### config.mk
export PLATFORM = sky130hd
export DESIGN_NAME = video_timing_gen
export DESIGN_NICKNAME = d
export VERILOG_FILES = /design/src/rtl/video_timing_pkg.sv /design/src/rtl/timing_counter.sv /design/src/rtl/video_timing_gen.sv
export SDC_FILE = /design/constraint.sdc
export NUM_CORES = 1
export LEC_CHECK = 0
export CORE_ASPECT_RATIO = 1.2
export CORE_MARGIN = 2
export CORE_UTILIZATION = 58
export DETAILED_ROUTE_END_ITERATION = 8
export GPL_ROUTABILITY_DRIVEN = 0
export PLACE_DENSITY = 0.86
export SLEW_MARGIN = 30
export SYNTH_ARGS = -nofsm -noshare
export SYNTH_HDL_FRONTEND = slang
export SYNTH_SLANG_ARGS = --single-unit
export TNS_END_PERCENT = 1
### constraint.sdc
create_clock -name rfr_clk_i -period 4.2 [get_ports rfr_clk_i]
set_input_delay 0.63 -clock rfr_clk_i [delete_from_list [all_inputs] [get_ports rfr_clk_i]]
set_output_delay 0.63 -clock rfr_clk_i [all_outputs]
set_load 0.01 [all_outputs]
### src/rtl/video_timing_pkg.sv
// ---------------------------------------------------------------------------
// video_timing_pkg
// Shared definitions for the raster timing source and its consumers
// (pixel_gen). Holds the run/drain state type, the default 640x480@60
// timing constants and the raster boundaries derived from them.
// ---------------------------------------------------------------------------
package video_timing_pkg;

  // Raster FSM: IDLE holds the counters at zero; RUN and DRAIN both scan,
  // DRAIN additionally stops at the end of the current frame.
  typedef enum logic [1:0] {
    IDLE,
    RUN,
    DRAIN
  } timing_state_e;

  // Width of the pixel and line counters.
  localparam int unsigned CNT_W = 12;

  // Default 640x480@60 horizontal timing (pixels).
  localparam int unsigned DEF_H_ACTIVE = 640;
  localparam int unsigned DEF_H_FP     = 16;
  localparam int unsigned DEF_H_SYNC   = 96;
  localparam int unsigned DEF_H_BP     = 48;

  // Default 640x480@60 vertical timing (lines).
  localparam int unsigned DEF_V_ACTIVE = 480;
  localparam int unsigned DEF_V_FP     = 10;
  localparam int unsigned DEF_V_SYNC   = 2;
  localparam int unsigned DEF_V_BP     = 33;

  // Derived default raster boundaries.
  localparam int unsigned H_TOTAL  = DEF_H_ACTIVE + DEF_H_FP + DEF_H_SYNC + DEF_H_BP;
  localparam int unsigned V_TOTAL  = DEF_V_ACTIVE + DEF_V_FP + DEF_V_SYNC + DEF_V_BP;
  localparam int unsigned HS_START = DEF_H_ACTIVE + DEF_H_FP;
  localparam int unsigned HS_END   = HS_START + DEF_H_SYNC;
  localparam int unsigned VS_START = DEF_V_ACTIVE + DEF_V_FP;
  localparam int unsigned VS_END   = VS_START + DEF_V_SYNC;

  // Visible extent as seen by pixel_gen.
  localparam int unsigned MAX_PIXEL = DEF_H_ACTIVE;
  localparam int unsigned MAX_LINE  = DEF_V_ACTIVE;

endpackage

### src/rtl/timing_counter.sv
// ---------------------------------------------------------------------------
// timing_counter
// Wrapping up-counter used for both raster axes. Counts 0..TERMINAL and
// wraps to 0 on the increment taken while at TERMINAL.
// Ports:
//   clk_i    clock, all logic on posedge
//   clear_i  synchronous clear to 0, dominates inc_i
//   inc_i    advance the count by one this cycle
//   count_o  current count (registered)
//   tc_o     high while count_o == TERMINAL
// ---------------------------------------------------------------------------
module timing_counter
  import video_timing_pkg::*;
#(
  parameter int unsigned      WIDTH    = CNT_W,
  parameter logic [WIDTH-1:0] TERMINAL = '1
) (
  input  logic             clk_i,
  input  logic             clear_i,
  input  logic             inc_i,
  output logic [WIDTH-1:0] count_o,
  output logic             tc_o
);

  logic [WIDTH-1:0] count_q;
  logic [WIDTH-1:0] count_d;

  assign tc_o    = (count_q == TERMINAL);
  assign count_o = count_q;

  // Next count: hold, step, or wrap to zero at the terminal value.
  always_comb begin
    count_d = count_q;
    if (inc_i) begin
      count_d = tc_o ? '0 : count_q + 1'b1;
    end
  end

  // Count register with synchronous clear.
  always_ff @(posedge clk_i) begin
    if (clear_i) begin
      count_q <= '0;
    end else begin
      count_q <= count_d;
    end
  end

endmodule

### src/rtl/video_timing_gen.sv
// ---------------------------------------------------------------------------
// video_timing_gen
// Raster timing source for pixel_gen / VGA DAC. Scans pixel and line
// counters, decodes blanking and sync, and starts/stops only on frame
// boundaries. Every output is registered and describes the same raster
// position in the same cycle.
// Ports:
//   rfr_clk_i      pixel clock
//   reset_i        synchronous active-high reset, dominates en_i
//   en_i           request raster output, sampled every cycle
//   pixel_cnt_o    horizontal position 0..H_TOTAL-1
//   line_cnt_o     vertical position 0..V_TOTAL-1
//   video_on_o     inside the visible area while scanning
//   h_sync_o       horizontal sync, HS_POL when asserted
//   v_sync_o       vertical sync, VS_POL when asserted
//   frame_start_o  one-cycle pulse at position (0,0)
//   line_end_o     one-cycle pulse at pixel H_TOTAL-1
//   running_o      scanning (RUN or DRAIN)
//   frame_cnt_o    completed frames, wrapping
// ---------------------------------------------------------------------------
module video_timing_gen
  import video_timing_pkg::*;
#(
  parameter int unsigned H_ACTIVE = DEF_H_ACTIVE,
  parameter int unsigned H_FP     = DEF_H_FP,
  parameter int unsigned H_SYNC   = DEF_H_SYNC,
  parameter int unsigned H_BP     = DEF_H_BP,
  parameter int unsigned V_ACTIVE = DEF_V_ACTIVE,
  parameter int unsigned V_FP     = DEF_V_FP,
  parameter int unsigned V_SYNC   = DEF_V_SYNC,
  parameter int unsigned V_BP     = DEF_V_BP,
  parameter logic        HS_POL   = 1'b0,
  parameter logic        VS_POL   = 1'b0,
  parameter int unsigned FRAME_W  = 16
) (
  input  logic               rfr_clk_i,
  input  logic               reset_i,
  input  logic               en_i,
  output logic [CNT_W-1:0]   pixel_cnt_o,
  output logic [CNT_W-1:0]   line_cnt_o,
  output logic               video_on_o,
  output logic               h_sync_o,
  output logic               v_sync_o,
  output logic               frame_start_o,
  output logic               line_end_o,
  output logic               running_o,
  output logic [FRAME_W-1:0] frame_cnt_o
);

  localparam int unsigned H_TOT = H_ACTIVE + H_FP + H_SYNC + H_BP;
  localparam int unsigned V_TOT = V_ACTIVE + V_FP + V_SYNC + V_BP;

  // Boundaries precomputed so the datapath only compares.
  localparam logic [CNT_W-1:0] H_ACT_C  = CNT_W'(H_ACTIVE);
  localparam logic [CNT_W-1:0] V_ACT_C  = CNT_W'(V_ACTIVE);
  localparam logic [CNT_W-1:0] HS_BEG_C = CNT_W'(H_ACTIVE + H_FP);
  localparam logic [CNT_W-1:0] HS_END_C = CNT_W'(H_ACTIVE + H_FP + H_SYNC);
  localparam logic [CNT_W-1:0] VS_BEG_C = CNT_W'(V_ACTIVE + V_FP);
  localparam logic [CNT_W-1:0] VS_END_C = CNT_W'(V_ACTIVE + V_FP + V_SYNC);
  localparam logic [CNT_W-1:0] H_LAST_C = CNT_W'(H_TOT - 1);
  localparam logic [CNT_W-1:0] V_LAST_C = CNT_W'(V_TOT - 1);

  if (H_TOT > 4096 || V_TOT > 4096) begin : gen_size_check
    $error("video_timing_gen: H_TOTAL and V_TOTAL must not exceed 4096");
  end

  timing_state_e state_q, state_d;

  logic [CNT_W-1:0] hCnt, vCnt;
  logic             hTc, vTc;
  logic             scanning;
  logic             frameEnd;
  logic [CNT_W-1:0] hNext, vNext;
  logic             nextActive;

  logic               videoOn_q, videoOn_d;
  logic               hSync_q, hSync_d;
  logic               vSync_q, vSync_d;
  logic               frameStart_q, frameStart_d;
  logic               lineEnd_q, lineEnd_d;
  logic               running_q;
  logic [FRAME_W-1:0] frameCnt_q;

  assign scanning = (state_q != IDLE);
  assign frameEnd = scanning && hTc && vTc;

  timing_counter #(
    .WIDTH    (CNT_W),
    .TERMINAL (H_LAST_C)
  ) u_hCounter (
    .clk_i   (rfr_clk_i),
    .clear_i (reset_i),
    .inc_i   (scanning),
    .count_o (hCnt),
    .tc_o    (hTc)
  );

  timing_counter #(
    .WIDTH    (CNT_W),
    .TERMINAL (V_LAST_C)
  ) u_vCounter (
    .clk_i   (rfr_clk_i),
    .clear_i (reset_i),
    .inc_i   (scanning && hTc),
    .count_o (vCnt),
    .tc_o    (vTc)
  );

  // State register for the run/drain controller.
  always_ff @(posedge rfr_clk_i) begin
    if (reset_i) begin
      state_q <= IDLE;
    end else begin
      state_q <= state_d;
    end
  end

  // Next state: DRAIN keeps scanning and only drops to IDLE on the last
  // pixel of a frame, so display always stops on a frame boundary.
  always_comb begin
    state_d = state_q;
    case (state_q)
      IDLE:    if (en_i) state_d = RUN;
      RUN:     if (!en_i) state_d = DRAIN;
      DRAIN: begin
        if (en_i) begin
          state_d = RUN;
        end else if (hTc && vTc) begin
          state_d = IDLE;
        end
      end
      default: state_d = IDLE;
    endcase
  end

  // Position the counters will hold next cycle; decoding this instead of
  // the current count keeps the registered flags aligned with the counters.
  always_comb begin
    hNext = '0;
    vNext = '0;
    if (scanning) begin
      hNext = hTc ? '0 : hCnt + 1'b1;
      vNext = vCnt;
      if (hTc) begin
        vNext = vTc ? '0 : vCnt + 1'b1;
      end
    end
  end

  // Decode of the upcoming position, masked when heading into IDLE.
  always_comb begin
    nextActive   = (state_d != IDLE);
    videoOn_d    = nextActive && (hNext < H_ACT_C) && (vNext < V_ACT_C);
    hSync_d      = (nextActive && (hNext >= HS_BEG_C) && (hNext < HS_END_C)) ? HS_POL : ~HS_POL;
    vSync_d      = (nextActive && (vNext >= VS_BEG_C) && (vNext < VS_END_C)) ? VS_POL : ~VS_POL;
    frameStart_d = nextActive && (hNext == '0) && (vNext == '0);
    lineEnd_d    = nextActive && (hNext == H_LAST_C);
  end

  // Output registers and completed-frame counter.
  always_ff @(posedge rfr_clk_i) begin
    if (reset_i) begin
      videoOn_q    <= 1'b0;
      hSync_q      <= ~HS_POL;
      vSync_q      <= ~VS_POL;
      frameStart_q <= 1'b0;
      lineEnd_q    <= 1'b0;
      running_q    <= 1'b0;
      frameCnt_q   <= '0;
    end else begin
      videoOn_q    <= videoOn_d;
      hSync_q      <= hSync_d;
      vSync_q      <= vSync_d;
      frameStart_q <= frameStart_d;
      lineEnd_q    <= lineEnd_d;
      running_q    <= nextActive;
      if (frameEnd) begin
        frameCnt_q <= frameCnt_q + 1'b1;
      end
    end
  end

  assign pixel_cnt_o   = hCnt;
  assign line_cnt_o    = vCnt;
  assign video_on_o    = videoOn_q;
  assign h_sync_o      = hSync_q;
  assign v_sync_o      = vSync_q;
  assign frame_start_o = frameStart_q;
  assign line_end_o    = lineEnd_q;
  assign running_o     = running_q;
  assign frame_cnt_o   = frameCnt_q;

endmodule

**Met1 routing**

Cells faint in the background.
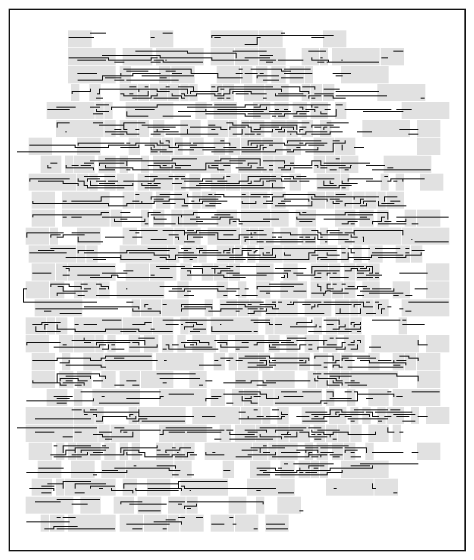
longest straight run: 18.4 µm
nets with wire on the layer: 375
main direction: horizontal
wire length on this layer: 3250 µm
share of all routed wire: 41%
WL final: 7910 µm
Via Count: 3083
met1 Usage GRT: 37.5%

**The metal 2 layer**

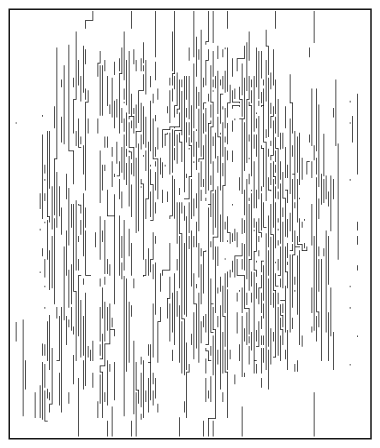
nets with wire on the layer: 363
share of all routed wire: 49%
main direction: vertical
wire length on this layer: 3870 µm
longest straight run: 26.7 µm

==> summary.txt <==
Status -> complete, no violations
Final core occ -> 70.9%
Largest net degree at the start of global routing -> 44
Top pwr grp -> sequential cells
Vias in the first global route -> 2746
Critical path origin -> u_hCounter.count_o[0]
Pwr per Cell Area -> 232 mW/mm²
WP data arrival -> 3.38 ns
Met3 WL -> 632 µm
NetSw -> 196 µW
Inverters excl. clock -> 10
Hold depth -> 2
Final worst slack -> 0.974 ns
Period utilization -> 76.8%
Combinational share of cell area -> 51.8%
Critical path type -> reg -> reg
Dpl cells -> 465
Most numerous cell in the Yosys netlist -> dfxtp_1
DRC -> 0
N_diodes -> 0
Worst relative slew slack -> 37.4%
Kind of end point of the critical path -> flop
Core box area -> 0.00490 mm²
CTS root buf -> clkbuf_8
Crit-path slowest cell -> or4_4
VDD IR-drop max -> 177 µV
First-pass GRT wire length -> 12900 µm
Top area cell types -> dfxtp_1, a21oi_1, nor2_1
Worst Hold Class -> reg -> reg
FF+latch area -> 961 µm²
P&R area growth vs syn -> 18.7%
Initial antenna violation count -> 0
Cts bufs inserted -> 5
Top-area cell share -> 32.8%
# clock sinks -> 48
Post-Synth XOR/XNOR Area -> 6.27%
Endpoints failing hold -> 0
HPWL after DPL -> 5420 µm
DR iter-0 viols -> 419
Total Routing Usage GR -> 29.3%
FMAX -> 310 MHz
Ports -> 49
Final antenna-violating net count -> 0
Layer with the highest usage -> met2
Crit-path max cell delay -> 0.69 ns
Clock buffer depth -> 2
Complex Gates by Area -> 19.5%
Async set or reset register ratio after synthesis -> 0%
Wl on met1 -> 3250 µm
Layout fillers -> 434
Adder Area Share -> 1.71%
Vias per cell -> 6.52
Sequential share of power -> 57.4%
Fp_density -> 59.8%
Seq/total area -> 27.6%
Sequential power -> 463 µW
Tally of unique sky130hd cells used after synthesis -> 57
Worst clock skew -> 0.0104 ns
Tapcells -> 60
CTS resizes -> 0
Met3 usage -> 5.89%
Critical Path Source Type -> flop
Flops -> 48
Max reg flops -> 16
Total buffers and inverters traversed by the critical path -> 0
Syn Std Cell Area -> 0.00293 mm²
WHS -> 0.512 ns
Multiplexer share -> 0.726%
Crit-path leading delay family -> simple AND/OR/NAND/NOR gates
Met2 WL -> 3870 µm
Ys flops -> 48
Worst-path clk slew -> 0.10 ns
Hold Path Origin -> frame_cnt_o[14]
Chip area in the Yosys report -> 0.00293 mm²
Yosys Instances -> 383
Iteration count of the initial detailed-routing pass -> 5
Most frequent cells in the layout -> dfxtp_1, clkdlybuf4s50_1, nor2_1
Power is estimated from default activity; no workload was simulated.
